===== config.mk =====
export PLATFORM = sky130hd
export DESIGN_NAME = fetch_unit
export DESIGN_NICKNAME = d
export VERILOG_FILES = /design/src/rtl/fetch_unit_pkg.sv /design/src/rtl/fetch_fifo.sv /design/src/rtl/fetch_unit.sv
export SDC_FILE = /design/constraint.sdc
export NUM_CORES = 1
export LEC_CHECK = 0
export CELL_PAD_IN_SITES_DETAIL_PLACEMENT = 1
export CELL_PAD_IN_SITES_GLOBAL_PLACEMENT = 1
export CORE_MARGIN = 2
export CORE_UTILIZATION = 41
export CTS_CLUSTER_SIZE = 24
export DETAILED_ROUTE_END_ITERATION = 16
export GPL_ROUTABILITY_DRIVEN = 0
export PLACE_DENSITY = 0.78
export SLEW_MARGIN = 10
export SYNTH_ARGS = -nofsm -noshare
export SYNTH_HDL_FRONTEND = slang
export SYNTH_HIERARCHICAL = 1
export SYNTH_SLANG_ARGS = --single-unit

===== constraint.sdc =====
create_clock -name clk_i -period 2.8 [get_ports clk_i]
set_input_delay 0.56 -clock clk_i [delete_from_list [all_inputs] [get_ports clk_i]]
set_output_delay 0.56 -clock clk_i [all_outputs]
set_load 0.05 [all_outputs]

===== src/rtl/fetch_unit_pkg.sv =====
// Shared CPU constants and helpers used by the fetch path.
package fetch_unit_pkg;

  localparam logic [31:0] CPU_RESET_PC = 32'h0000_0000;
  localparam int unsigned INST_W       = 32;
  localparam logic [31:0] NOP_INST     = 32'h0000_0013;

  // Force a byte address onto a word boundary.
  function automatic logic [31:0] word_align(input logic [31:0] addr);
    return addr & 32'hFFFF_FFFC;
  endfunction

endpackage


===== src/rtl/fetch_fifo.sv =====
// Two-entry {pc, instr} prefetch queue; the head always lives in slot 0.
module fetch_fifo
  import fetch_unit_pkg::*;
(
  input  logic              clk_i,
  input  logic              rst_ni,
  input  logic              flush_i,
  input  logic              push_i,
  input  logic              pop_i,
  input  logic [31:0]       push_pc_i,
  input  logic [INST_W-1:0] push_inst_i,
  output logic              valid_o,
  output logic              full_o,
  output logic [31:0]       head_pc_o,
  output logic [INST_W-1:0] head_inst_o
);

  logic [1:0]        r_count;
  logic [31:0]       r_pc0, r_pc1;
  logic [INST_W-1:0] r_inst0, r_inst1;
  logic              w_push, w_pop;

  assign valid_o     = (r_count != 2'd0);
  assign full_o      = (r_count == 2'd2);
  assign head_pc_o   = r_pc0;
  assign head_inst_o = r_inst0;

  assign w_pop  = pop_i && valid_o;
  assign w_push = push_i && (!full_o || w_pop);

  always_ff @(posedge clk_i or negedge rst_ni) begin
    if (!rst_ni) begin
      r_count <= 2'd0;
      r_pc0   <= '0;
      r_pc1   <= '0;
      r_inst0 <= '0;
      r_inst1 <= '0;
    end else if (flush_i) begin
      r_count <= 2'd0;
    end else if (w_push && w_pop) begin
      // Count unchanged; new entry lands behind whatever remains.
      if (r_count == 2'd2) begin
        r_pc0   <= r_pc1;
        r_inst0 <= r_inst1;
        r_pc1   <= push_pc_i;
        r_inst1 <= push_inst_i;
      end else begin
        r_pc0   <= push_pc_i;
        r_inst0 <= push_inst_i;
      end
    end else if (w_push) begin
      if (r_count == 2'd0) begin
        r_pc0   <= push_pc_i;
        r_inst0 <= push_inst_i;
      end else begin
        r_pc1   <= push_pc_i;
        r_inst1 <= push_inst_i;
      end
      r_count <= r_count + 2'd1;
    end else if (w_pop) begin
      r_pc0   <= r_pc1;
      r_inst0 <= r_inst1;
      r_count <= r_count - 2'd1;
    end
  end

endmodule


===== src/rtl/fetch_unit.sv =====
// Instruction fetch: sequential PC, redirect handling and a 2-deep prefetch queue.
module fetch_unit
  import fetch_unit_pkg::*;
#(
  parameter logic [31:0] RESET_PC = CPU_RESET_PC,
  parameter int unsigned ADDR_W   = 6
) (
  input  logic              clk_i,
  input  logic              rst_ni,
  output logic [ADDR_W-1:0] imem_addr_o,
  input  logic [INST_W-1:0] imem_data_i,
  input  logic              redirect_i,
  input  logic [31:0]       redirect_pc_i,
  output logic              inst_valid_o,
  input  logic              inst_ready_i,
  output logic [INST_W-1:0] inst_o,
  output logic [31:0]       pc_o
);

  logic [31:0] r_pc;
  logic        w_valid, w_full, w_pop, w_push;

  assign imem_addr_o  = r_pc[ADDR_W+1:2];
  assign inst_valid_o = w_valid;

  assign w_pop  = w_valid && inst_ready_i;
  assign w_push = !redirect_i && (!w_full || w_pop);

  always_ff @(posedge clk_i or negedge rst_ni) begin
    if (!rst_ni) begin
      r_pc <= RESET_PC;
    end else if (redirect_i) begin
      r_pc <= word_align(redirect_pc_i);
    end else if (w_push) begin
      r_pc <= r_pc + 32'd4;
    end
  end

  fetch_fifo u_fetch_fifo (
    .clk_i       (clk_i),
    .rst_ni      (rst_ni),
    .flush_i     (redirect_i),
    .push_i      (w_push),
    .pop_i       (w_pop),
    .push_pc_i   (r_pc),
    .push_inst_i (imem_data_i),
    .valid_o     (w_valid),
    .full_o      (w_full),
    .head_pc_o   (pc_o),
    .head_inst_o (inst_o)
  );

endmodule


**Track usage over the die**

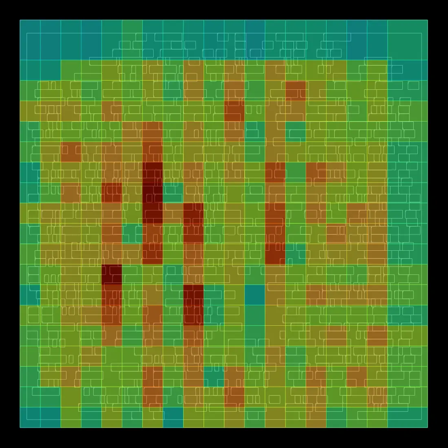
Avg WL per Cell: 17.4 microns
met1 GRT Util: 23.8%
M2 GR Usage: 33.2%
GRT Overall Usage: 19.0%

**Routed metal per tile**

Bar = 50 microns. The die is cut into 28 by 28 equal tiles; dark blue is low, red is high, scaled to the fullest tile. Values are wire area over tile area, all layers added.
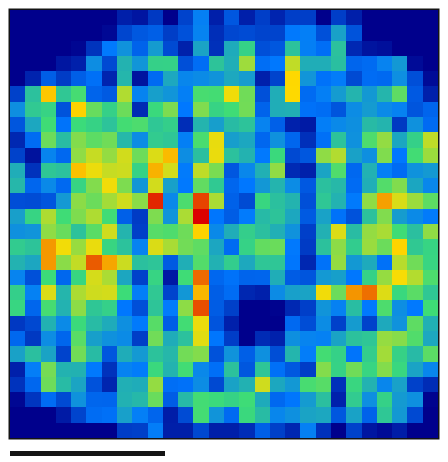
7.9% of the tiles are nearly empty. The mean over all tiles is 0.14. The densest ninth of the die: left middle. The fullest tile reaches 0.42. 23% of the tiles are over half the peak.
drt total wl: 17400 microns
Vias: 5191

**Placement by cell class**

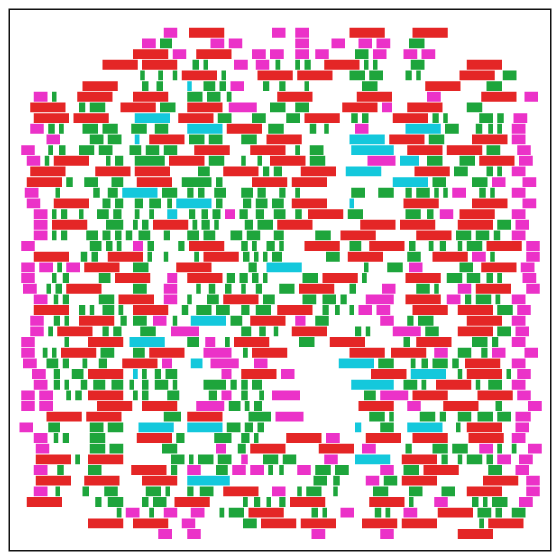
Key: all other logic = green [cells 429]; other buffers and delay cells = magenta [cells 158]; clock drivers and dummy loads = cyan [cells 28]; flip-flops = red [cells 160]
post-route cell area: 9530 sq um
Seq/total area: 42.0%

**Signal wires by layer**

Bar = 50 microns.
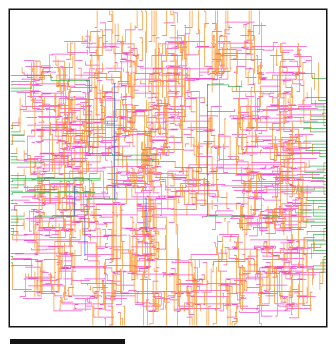
Key: met3 = green [wire length 830 microns]; met1 = magenta [wire length 7680 microns]; met4 = blue [wire length 192 microns]; met2 = orange [wire length 8650 microns]

## power groups by stage
stage / Sequential, mW / Clock (mW) / Combinational (mW)
6_report: 3.48 / 2.27 / 3.22
3_5_place_dp: 3.52 / 0 / 3.24
2_1_floorplan: 4.54 / 0 / 1.03
5_1_grt: 3.58 / 2.42 / 3.44
4_1_cts: 3.48 / 2.33 / 3.26
3_3_place_gp: 3.45 / 0 / 3.15
## flip-flops by register name, summed over array words and instances, names as in the netlist
signal / flops
r_pc: 30
u_fetch_fifo/head_inst_o: 32
u_fetch_fifo/head_pc_o: 32
u_fetch_fifo/r_count: 2
u_fetch_fifo/r_inst1: 32
u_fetch_fifo/r_pc1: 32
## critical path, stage by stage, from the launching register on
cell             delay (ns)
dfrtp_1                0.57
or2_2                  0.20
clkdlybuf4s50_1        0.81
==> CHANGELOG.md <==
## Flow update

* Outcome: completed
* Syn_area_per_cell at between 10 and 15 sq um
* Met1 wire length at ~7700 microns
* Clock tree from TritonCTS: yes
* Reg2reg start: u_fetch_fifo/r_count[0]
* Fin cells at about 1000
* Power Total at 8.96 mW
* Htree depth at 4
* RSZ-0062 raised after global routing: no
* Yosys cell types at between 40 and 50
* Fin Clk Skew at 0.00733 ns
* Clk slew on worst S/H paths at 0.06 ns
* Flops after synth at roughly 160
* Non-clk buf share at between 10% and 20%
* Critical Path Source: u_fetch_fifo/r_count[0]
* DRT antenna net count at 0
* P_int at about 5.7 mW
* Core area at 17400 sq um
* Top area contributor share at 54.6%
* Detail Placement HPWL at 12100 microns
* Post-Place Cells at 971
* I/O pins at 139
* Yosys top cell by instances: dfrtp_1
* Top cells excl fill/tap: dfrtp_1 (160), clkdlybuf4s50_1 (134), nor2_1 (69)
* Yosys Chip Area at approximately 7300 sq um
* CP Data Required Time at around 2.2 ns
* Clock buf count at 22
* CTS buffer count at 17
* Largest area class, layout: registers
* Post-synthesis share of cell area spent on full adders, half adders and majority gates at 0.171%
* Initial antenna violation count at 0
* Hold buffers post-CTS at 1
* CTS Root Buffer Type: clkbuf_16
* Iter 0 DRT Violations at 147
* Comb area share at 31.4%
* Final min period at around 2.6 ns
* Routed met3 length at ~830 microns
* Post-CTS Setup Inserts at 0
* Seq pwr share at about two fifths
* Cell type with the largest total area: dfrtp_1
Power is estimated from default activity; no workload was simulated.
